### Metal 2, run 1

Bar = 50 µm.
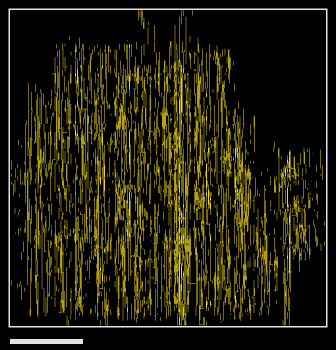
### Routing congestion, run 1

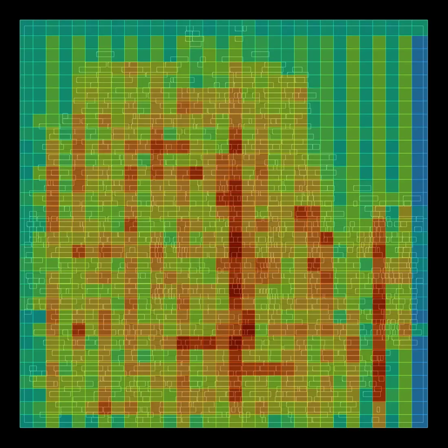
### Logic cells by family, run 1

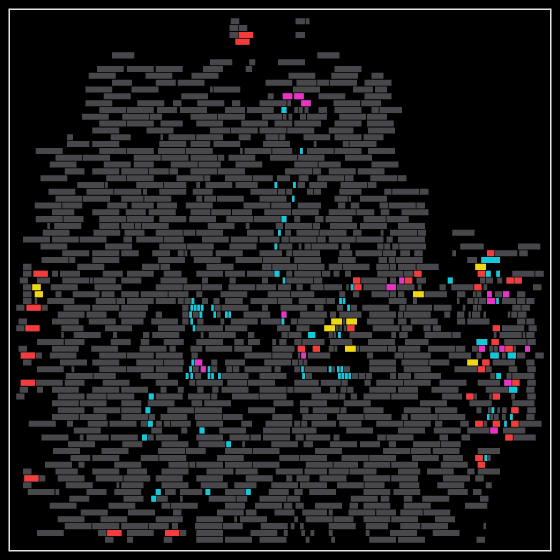
### Signal wires on met3, run 1

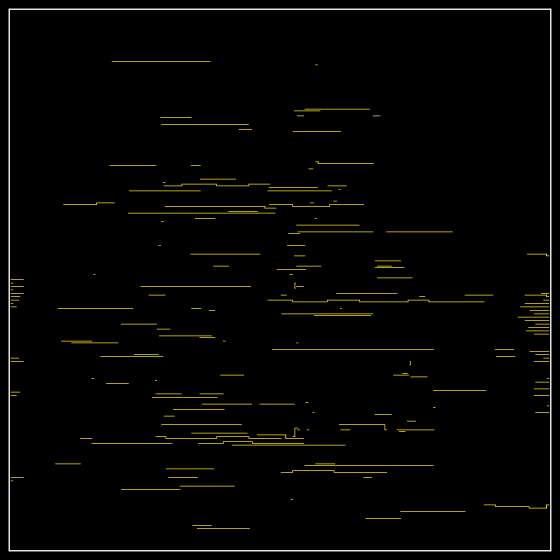
==> config.mk <==
export PLATFORM = sky130hd
export DESIGN_NAME = pht_update_queue
export DESIGN_NICKNAME = d
export VERILOG_FILES = /design/src/rtl/pht_update_queue.sv
export SDC_FILE = /design/constraint.sdc
export NUM_CORES = 1
export LEC_CHECK = 0
export CAP_MARGIN = 15
export CORE_MARGIN = 2
export CORE_UTILIZATION = 40
export CTS_CLUSTER_SIZE = 28
export DETAILED_ROUTE_END_ITERATION = 10
export SLEW_MARGIN = 5
export SYNTH_ARGS = -nofsm -noshare
export SYNTH_HDL_FRONTEND = slang
export SYNTH_SLANG_ARGS = --single-unit
==> constraint.sdc <==
create_clock -name clk -period 2.9 [get_ports clk]
set_input_delay 0.29 -clock clk [delete_from_list [all_inputs] [get_ports clk]]
set_output_delay 0.29 -clock clk [all_outputs]
set_load 0.005 [all_outputs]
==> COMMIT_EDITMSG <==
Update PnR metrics after Yosys + OpenROAD run

- The run finished, with violations left.
- The final reports fail on setup timing.
- Fmax: 0.3209 GHz
- Placed Area: 20150 µm²
- The final report gives the standard cell area, fillers excluded, as roughly 22000 µm².
- Min-Delay Path Class: primary input to asynchronous set/reset pin
* Commonest cells in the netlist: 416 x sky130_fd_sc_hd__edfxtp_1, 91 x sky130_fd_sc_hd__mux4_2, 56 x sky130_fd_sc_hd__mux2i_1
- Remaining max-slew budget at the tightest pin: 37.51%
- From left edge to right edge, the die measures 215.3 µm.
- The critical path in the final layout is reported with a setup slack of -0.2163 ns.
- Setup repair after global routing could not meet its margin everywhere.
- Per the STA report, the cell with the highest stage delay on the worst path is sky130_fd_sc_hd__dfrtp_4.
- Area share of the largest cell type after synthesis: 69.95%
- Synth flops: 448
- Post-DP HPWL: 24780 µm
- Post-Route Setup TNS: -1.776 ns
- The number of clock sinks came to about 450.
- The final timing report lists clock skew as 0.02475 ns.
* Maximum number of pins on one net before global-route repair: 36
- Final period util: 107.5%
- Max clock buf depth: 3
* Logic gate share of total power: 35.9%
- Predominant post-synthesis flop cell: sky130_fd_sc_hd__edfxtp_1
* Post-synth ARST share: around 7.1%
- TritonCTS built the clock tree.
- In the CTS report, the clock slew at the register clock pins of the worst setup and hold paths is listed as 0.06 ns.
- Dominant cells by area after synthesis: sky130_fd_sc_hd__edfxtp_1 70%, sky130_fd_sc_hd__mux4_2 11%, sky130_fd_sc_hd__dfrtp_1 4.5%, sky130_fd_sc_hd__mux2i_1 3.1%, sky130_fd_sc_hd__nor2_1 1.1%
- In the final report, the number of pins over their slew limit comes to 0.
- The power report shows net switching accounting for 30.84% of the total.
* Number of flip-flops in the largest register: approximately 420
* Endpoint class of the critical path: output port
- Data on the critical path is required at its endpoint by 2.61 ns.
* Number of distinct library cells after synthesis: roughly 50
- Seq/Total Area, Yosys: 74.43%
* Core area: 44120 µm²
* Final setup vio count: 11
- Pre-antenna DRT Iters: 5
- The global route stage reports its total congestion overflow as 0.
* Count of port buffers added during placement: 66
- Data arrives at the worst endpoint at ~2.8 ns.
- Synthesis handed over a netlist of between 900 and 1000 instances.
- Fraction of final layout cells sized beyond drive strength 1: a little over a third
* TritonCTS Buffers: about 47
- The DRC violation total left in the routed layout is recorded as 0.
* Post-synthesis average cell area: 19.80 µm²
- R2r worst-path depth: 8
* Sequential share of power: 36.8%
- Worst voltage drop across the vdd grid: 0.4446 mV
* Net count of the finished layout: 1169
* Cell area after synthesis: around 18000 µm²
* Number of maximum-capacitance constraint violations: 0
* WHS: 0.1119 ns
- The clock H-tree reported by CTS has 2 levels.
- Per the OpenROAD power report, switching power amounts to around 6.5 mW.
- The tool warning count for the run is 52.
- Measured slew at the worst slew-check pin: 0.9366 ns
- In this run the remaining antenna-violating nets after routing total 0.
Back to the opening pictures, 'Metal 2':
main direction = vertical
nets with wire on the layer = 1006
Total Routed Length: 40610 µm
Via Count: 9307

Back to the opening pictures, 'Routing congestion':
mean routed wirelength per cell: 23.31 µm
met1 GRT Util: 25.14%
global-route met2 utilization: 27.42%

Back to the opening pictures, 'Logic cells by family':
magenta -> and/or cells  # cells 17
cyan -> nor cells  # cells 72, most used nor2_1
red -> xor and xnor cells  # cells 37, most used xnor2_1
yellow -> fa/ha/maj cells  # cells 9, most used ha_1
number of standard cells in the final layout excluding fillers: 1742
most used logic cell in the final layout: sky130_fd_sc_hd__edfxtp_1
logic share of the area: 21.53%

Back to the opening pictures, 'Signal wires on met3':
longest straight run = 64.2 µm
main direction = horizontal
nets with wire on the layer = 110
global routing usage on met3: 3.723%

run 1: cells by family after synthesis:
group           after synthesis  synth area share, %
flops                       448                74.43
mux                         150                14.80
simple gates                135                3.938
compound gates               65                2.831
buf+inv                      58                1.576
xor+xnor                     37                1.815
fa+ha+maj                     9               0.6025
run 1: worst max-delay path: cells and delay by family, from the launching register on:
kind                   cells  cell delay (ns)
AOI/OAI and AO/OA          3             0.66
buffers and inverters      4             0.71
DFF                        1             0.51
and+or+nand+nor            1             0.38
run 1: power by group through the flow:
stage               Sequential (mW)  Clock, mW  Combinational [mW]
global route                   7.77       6.11                8.01
global placement               7.85          0                6.21
floorplan                      7.68          0                3.64
CTS                            7.73       5.86                7.32
finish                         7.74       5.73                7.56
detailed placement             7.86          0                6.29
run 1: per-layer routing:
layer	GRT usage, %	vias to the layer above	wire, µm
li1	-	4117	-
met1	25.14	4865	17990
met2	27.42	264	19280
met3	3.723	61	2141
met4	6.322	0	1198
met5	0	-	0
run 1: cell usage in the layout, fill, tap and decap left out, types with 5 or more instances in the layout:
master / netlist / routed
sky130_fd_sc_hd__edfxtp_1: 416 / 416
sky130_fd_sc_hd__buf_4: 7 / 111
sky130_fd_sc_hd__mux4_2: 91 / 91
sky130_fd_sc_hd__clkdlybuf4s50_1: 0 / 53
sky130_fd_sc_hd__nor2_1: 52 / 49
sky130_fd_sc_hd__clkbuf_16: 0 / 47
sky130_fd_sc_hd__mux2i_1: 56 / 44
sky130_fd_sc_hd__dfrtp_1: 32 / 28
sky130_fd_sc_hd__nand2_1: 20 / 20
sky130_fd_sc_hd__buf_12: 0 / 18
sky130_fd_sc_hd__xnor2_1: 17 / 17
sky130_fd_sc_hd__nand3_1: 13 / 12
sky130_fd_sc_hd__nor2b_1: 12 / 11
sky130_fd_sc_hd__buf_2: 18 / 11
sky130_fd_sc_hd__xor2_1: 20 / 10
sky130_fd_sc_hd__xor2_2: 0 / 10
sky130_fd_sc_hd__clkbuf_1: 15 / 10
sky130_fd_sc_hd__clkinv_2: 0 / 10
sky130_fd_sc_hd__buf_6: 2 / 9
sky130_fd_sc_hd__inv_1: 9 / 8
sky130_fd_sc_hd__nand4_1: 8 / 8
sky130_fd_sc_hd__mux2i_2: 0 / 8
sky130_fd_sc_hd__a211oi_2: 0 / 8
sky130_fd_sc_hd__a2111oi_4: 0 / 7
sky130_fd_sc_hd__ha_1: 7 / 7
sky130_fd_sc_hd__clkinv_1: 0 / 7
sky130_fd_sc_hd__a21oi_1: 6 / 6
sky130_fd_sc_hd__o221ai_2: 0 / 6
sky130_fd_sc_hd__buf_8: 0 / 6
sky130_fd_sc_hd__clkinvlp_4: 0 / 5
sky130_fd_sc_hd__a311oi_2: 0 / 5
run 1: cell type report:
class | instances | area (µm²)
fill | 3610 | 21740
sequential | 448 | 13310
multi-input combinational | 396 | 4821
timing repair buffer | 210 | 2026
clock buffer | 58 | 1227
tap | 592 | 740.7
clock inverter | 29 | 230.2
inverter | 9 | 37.54
run 1: timing repair:
action / 4_1_cts / 5_1_grt
gates cloned: 1 / 0
setup endpoints to repair: 15 / 15
pin swaps: 22 / 14
gates resized: 142 / 34
buffers inserted: 21 / 4
No activity file was given, so power comes from the tool's default toggle rates.
